<file path="src/rtl/ramb4_port_arbiter.sv">
// ramb4_port_arbiter
//
// Two-requester round-robin arbiter and clear sequencer for one 512x8 port
// of a RAMB4 dual-port block RAM, all in the CLKA domain.
//
// Ports:
//   CLKA, RSTB            clock (rising edge) and synchronous active-high reset
//   req/we/addr/wdata 0,1 requester interfaces; req is held until granted
//   gnt0, gnt1            combinational grant, request consumed this cycle
//   rvalid0, rvalid1      read data valid, one cycle after a read grant
//   rdata                 shared read data (RAM registered output)
//   clr_start             pulse that starts a full-array clear
//   clr_busy, clr_done    clear in progress / pulse after the last clear write
//   ram_en, ram_we, ram_addr, ram_di, ram_rst, ram_do  RAM primitive port
module ramb4_port_arbiter #(
    parameter int                ADDR_W  = 9,
    parameter int                DATA_W  = 8,
    parameter logic [DATA_W-1:0] CLR_VAL = '0
) (
    input  logic              CLKA,
    input  logic              RSTB,
    input  logic              req0,
    input  logic              we0,
    input  logic [ADDR_W-1:0] addr0,
    input  logic [DATA_W-1:0] wdata0,
    input  logic              req1,
    input  logic              we1,
    input  logic [ADDR_W-1:0] addr1,
    input  logic [DATA_W-1:0] wdata1,
    output logic              gnt0,
    output logic              gnt1,
    output logic              rvalid0,
    output logic              rvalid1,
    output logic [DATA_W-1:0] rdata,
    input  logic              clr_start,
    output logic              clr_busy,
    output logic              clr_done,
    output logic              ram_en,
    output logic              ram_we,
    output logic [ADDR_W-1:0] ram_addr,
    output logic [DATA_W-1:0] ram_di,
    output logic              ram_rst,
    input  logic [DATA_W-1:0] ram_do
);

    typedef enum logic {IDLE, CLEAR} state_t;

    localparam logic [ADDR_W-1:0] CNT_MAX = '1;

    state_t            state_q, state_d;
    logic [ADDR_W-1:0] cnt_q, cnt_d;
    logic              last_q, last_d;   // requester granted most recently
    logic              g0, g1;
    logic              done_d;
    logic              vld0_p1, vld1_p1, done_p1;

    // Stage 0: arbitration / clear sequencing, drives the RAM port directly
    always_comb begin
        state_d  = state_q;
        cnt_d    = cnt_q;
        last_d   = last_q;
        g0       = 1'b0;
        g1       = 1'b0;
        done_d   = 1'b0;
        ram_en   = 1'b0;
        ram_we   = 1'b0;
        ram_addr = '0;
        ram_di   = '0;
        // Nothing is granted while reset is held, so no access is issued
        // whose read result the reset would then discard.
        if (!RSTB) begin
            case (state_q)
                IDLE: begin
                    if (clr_start) begin
                        state_d = CLEAR;
                        cnt_d   = '0;
                    end else begin
                        // On conflict the requester not granted last wins.
                        g0 = req0 & (~req1 | last_q);
                        g1 = req1 & (~req0 | ~last_q);
                        if (g0) begin
                            ram_en   = 1'b1;
                            ram_we   = we0;
                            ram_addr = addr0;
                            ram_di   = wdata0;
                            last_d   = 1'b0;
                        end else if (g1) begin
                            ram_en   = 1'b1;
                            ram_we   = we1;
                            ram_addr = addr1;
                            ram_di   = wdata1;
                            last_d   = 1'b1;
                        end
                    end
                end
                CLEAR: begin
                    ram_en   = 1'b1;
                    ram_we   = 1'b1;
                    ram_addr = cnt_q;
                    ram_di   = CLR_VAL;
                    if (cnt_q == CNT_MAX) begin
                        state_d = IDLE;
                        cnt_d   = '0;
                        done_d  = 1'b1;
                    end else begin
                        cnt_d = cnt_q + 1'b1;
                    end
                end
                default: state_d = IDLE;
            endcase
        end
    end

    // Stage 1: registered control and read-valid, aligned with ram_do
    always_ff @(posedge CLKA) begin
        if (RSTB) begin
            state_q <= IDLE;
            cnt_q   <= '0;
            last_q  <= 1'b1;
            vld0_p1 <= 1'b0;
            vld1_p1 <= 1'b0;
            done_p1 <= 1'b0;
        end else begin
            state_q <= state_d;
            cnt_q   <= cnt_d;
            last_q  <= last_d;
            vld0_p1 <= g0 & ~we0;
            vld1_p1 <= g1 & ~we1;
            done_p1 <= done_d;
        end
    end

    assign gnt0     = g0;
    assign gnt1     = g1;
    assign rvalid0  = vld0_p1;
    assign rvalid1  = vld1_p1;
    assign rdata    = ram_do;
    assign clr_busy = (state_q == CLEAR);
    assign clr_done = done_p1;
    assign ram_rst  = 1'b0;

endmodule

</file>
<file path="config.mk">
export PLATFORM = sky130hd
export DESIGN_NAME = ramb4_port_arbiter
export DESIGN_NICKNAME = d
export VERILOG_FILES = /design/src/rtl/ramb4_port_arbiter.sv
export SDC_FILE = /design/constraint.sdc
export NUM_CORES = 1
export LEC_CHECK = 0
export CAP_MARGIN = 20
export CORE_AREA = 2 2 59 61
export DETAILED_ROUTE_END_ITERATION = 10
export DIE_AREA = 0 0 61 63
export HOLD_SLACK_MARGIN = 0.15
export PLACE_DENSITY_LB_ADDON = 0.05
export SETUP_SLACK_MARGIN = 0.5
export SLEW_MARGIN = 20
export SYNTH_ARGS = -nofsm -noshare
export SYNTH_HDL_FRONTEND = slang
export SYNTH_SLANG_ARGS = --single-unit
</file>
<file path="constraint.sdc">
create_clock -name CLKA -period 2.46 [get_ports CLKA]
set_clock_uncertainty 0.1 [all_clocks]
set_input_delay 0.246 -clock CLKA [delete_from_list [all_inputs] [get_ports CLKA]]
set_output_delay 0.246 -clock CLKA [all_outputs]
set_load 0.05 [all_outputs]
</file>
Figure 1. Met1 routing.
Supply wires on this layer in gray.
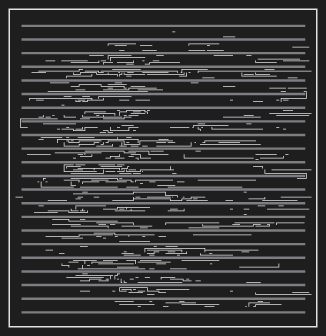
The layer holds 37% of the routed length. 194 nets have wire on it. The wires run mostly horizontal. The longest straight run is 22.5 um.
DRT Wirelength: 3800 um
met1 GRT Util: 0.248

Figure 2. The metal 2 layer.
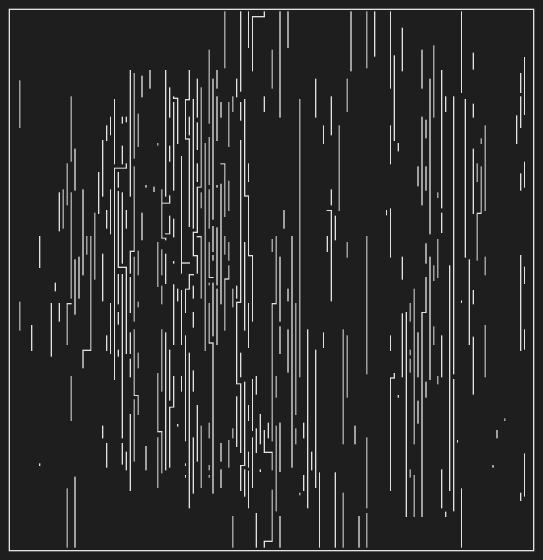
The layer holds 48% of the routed length. The layer carries 1,830 um of wire.
GR Util met2: 0.327
Vias: 1,258

==> Changelog: implementation <==
### Metrics

* Asr flop ratio synth at 0
* PnR worst setup slack at 0.492 ns
* Clk sink count at 14
* Fin nets at 241
* Clock transition at path regs at 0.09 ns
* Post-Synthesis Cells at 117
* Yosys cell types at 34
* CORE AREA at 3230 um^2
* Wire length on met3 at 491 um
* Warning total across the stage logs at 28
* Max-Cap Viols at 0
* Vias in the first global route at 1,209
* Pwr dens at 328 nW/um^2
* CP endpoint kind: output port
* Hold buffers post-CTS at 0
* Biggest Area Class: buffers
* Dpl cells at 219
* RR Startpoint: cnt_q[0]$_SDFFE_PP0N_
* Inverters at 4
* Min Hold Slack at 0.378 ns
* R2r endpoint: cnt_q[5]$_SDFFE_PP0N_
* GPL Wtd Cong at 0.870
* Layout cells sized above 1 at 0.413
* Worst reg2reg path depth at 7
* Cell type with the largest total area: dfxtp_1
* CP max stage delay at 0.33 ns
* Critical Path Start: last_q$_SDFFE_PP1P_
* Syn Nets at 168
* Top Usage Layer GRT: met2
* Yosys Warn Count at 0
* Worst path buffer plus inverter count at 2
* M1 wire length at 1400 um
* Outcome: finished clean
* Area after DPL at 1940 um^2
* Hold Path Depth at 3
* Area Growth Syn to Fin at 118%
* Crit Path Max Fanout at 6
* Crit path time final at 1.97 ns
* Critical path depth in cells at 5
* Post-Syn Area at 995 um^2
* IR drop worst, VDD at 318 uV
* Adder-cell share of the synthesized area at 0.0252
* WL met2 at 1830 um
* Diode count at 0
* WP data required at 2.11 ns
* Flops after synth at 14
* Insertion Delay late pin at 0.29 ns
* FP Core Util at 0.308
* Startpoint types: register
* Max-area cell share at 0.282
* Top Ports at 83
* Simple Share, Synth at 0.262
* Flip-flops with a built-in enable at 0
* Final-layout non-clock buffer area share at 0.474
* Yosys xor share at 0
* Main logic family: AND-OR/OR-AND gates
* Hold_sp: req0
* Crit path max-delay family: buffers and inverters
* FMAX at 508 MHz
* Critical path cell sequence: nand2b_4, and3_4, bufbuf_16, a22o_4, buf_12
* Postcts setup bufs at 11
* CTS tree: done
* CTS Buf Count at 3
* MUX share of area at 0
* Antenna viol nets, final at 0
* Seq_cells at 14
* Largest net degree at the start of global routing at 13
* Row count at 21
* Die Wd at 61 um
Figure 3. Met3 routing.
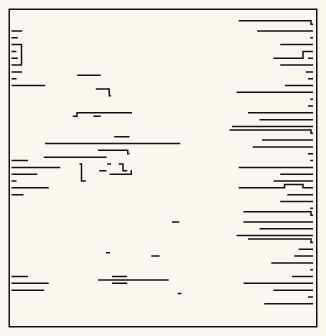
The longest straight run is 26.7 um. The wires run mostly horizontal. The layer holds 13% of the routed length. The layer carries 491 um of wire.
met3 Use GR: 0.0559

Figure 4. Wiring heat map.
Scale bar: 20 um. 12 x 13 tiles, from dark purple (low) to yellow (high), scaled to the fullest tile. Values are wire area over tile area, all layers added.
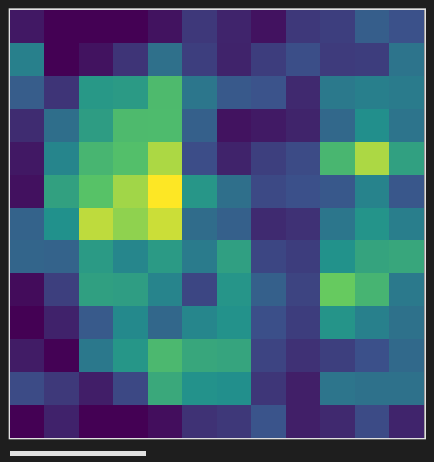
5.8% of the tiles are nearly empty. The mean over all tiles is 0.17. The fullest tile reaches 0.51.
gr usage total: 0.201
WL per Instance: 16.2 um

## registers in the layout, summed over array words and instances, names as in the netlist
| signal | flops |
|---|---|
| last_q | 1 |
| rvalid0 | 1 |
| clr_busy | 1 |
| rvalid1 | 1 |
| cnt_q | 9 |
| clr_done | 1 |
## power by group
group	internal, W	switching [W]
combinational	0.000162	0.000135
clock	0.0000903	0.0000840
sequential	0.000233	0.00000647
total	0.000486	0.000225
## placed cells by master, fill, tap and decap left out, types with 5 or more instances in the layout
cell | netlist | routed
buf_4 | 11 | 14
a221o_2 | 0 | 9
and2_1 | 8 | 8
dfxtp_1 | 14 | 10
buf_12 | 0 | 21
clkdlybuf4s50_1 | 0 | 39
nand2_1 | 6 | 5
nand3_1 | 5 | 5
a22o_4 | 0 | 8
No activity file was given, so power comes from the tool's default toggle rates.
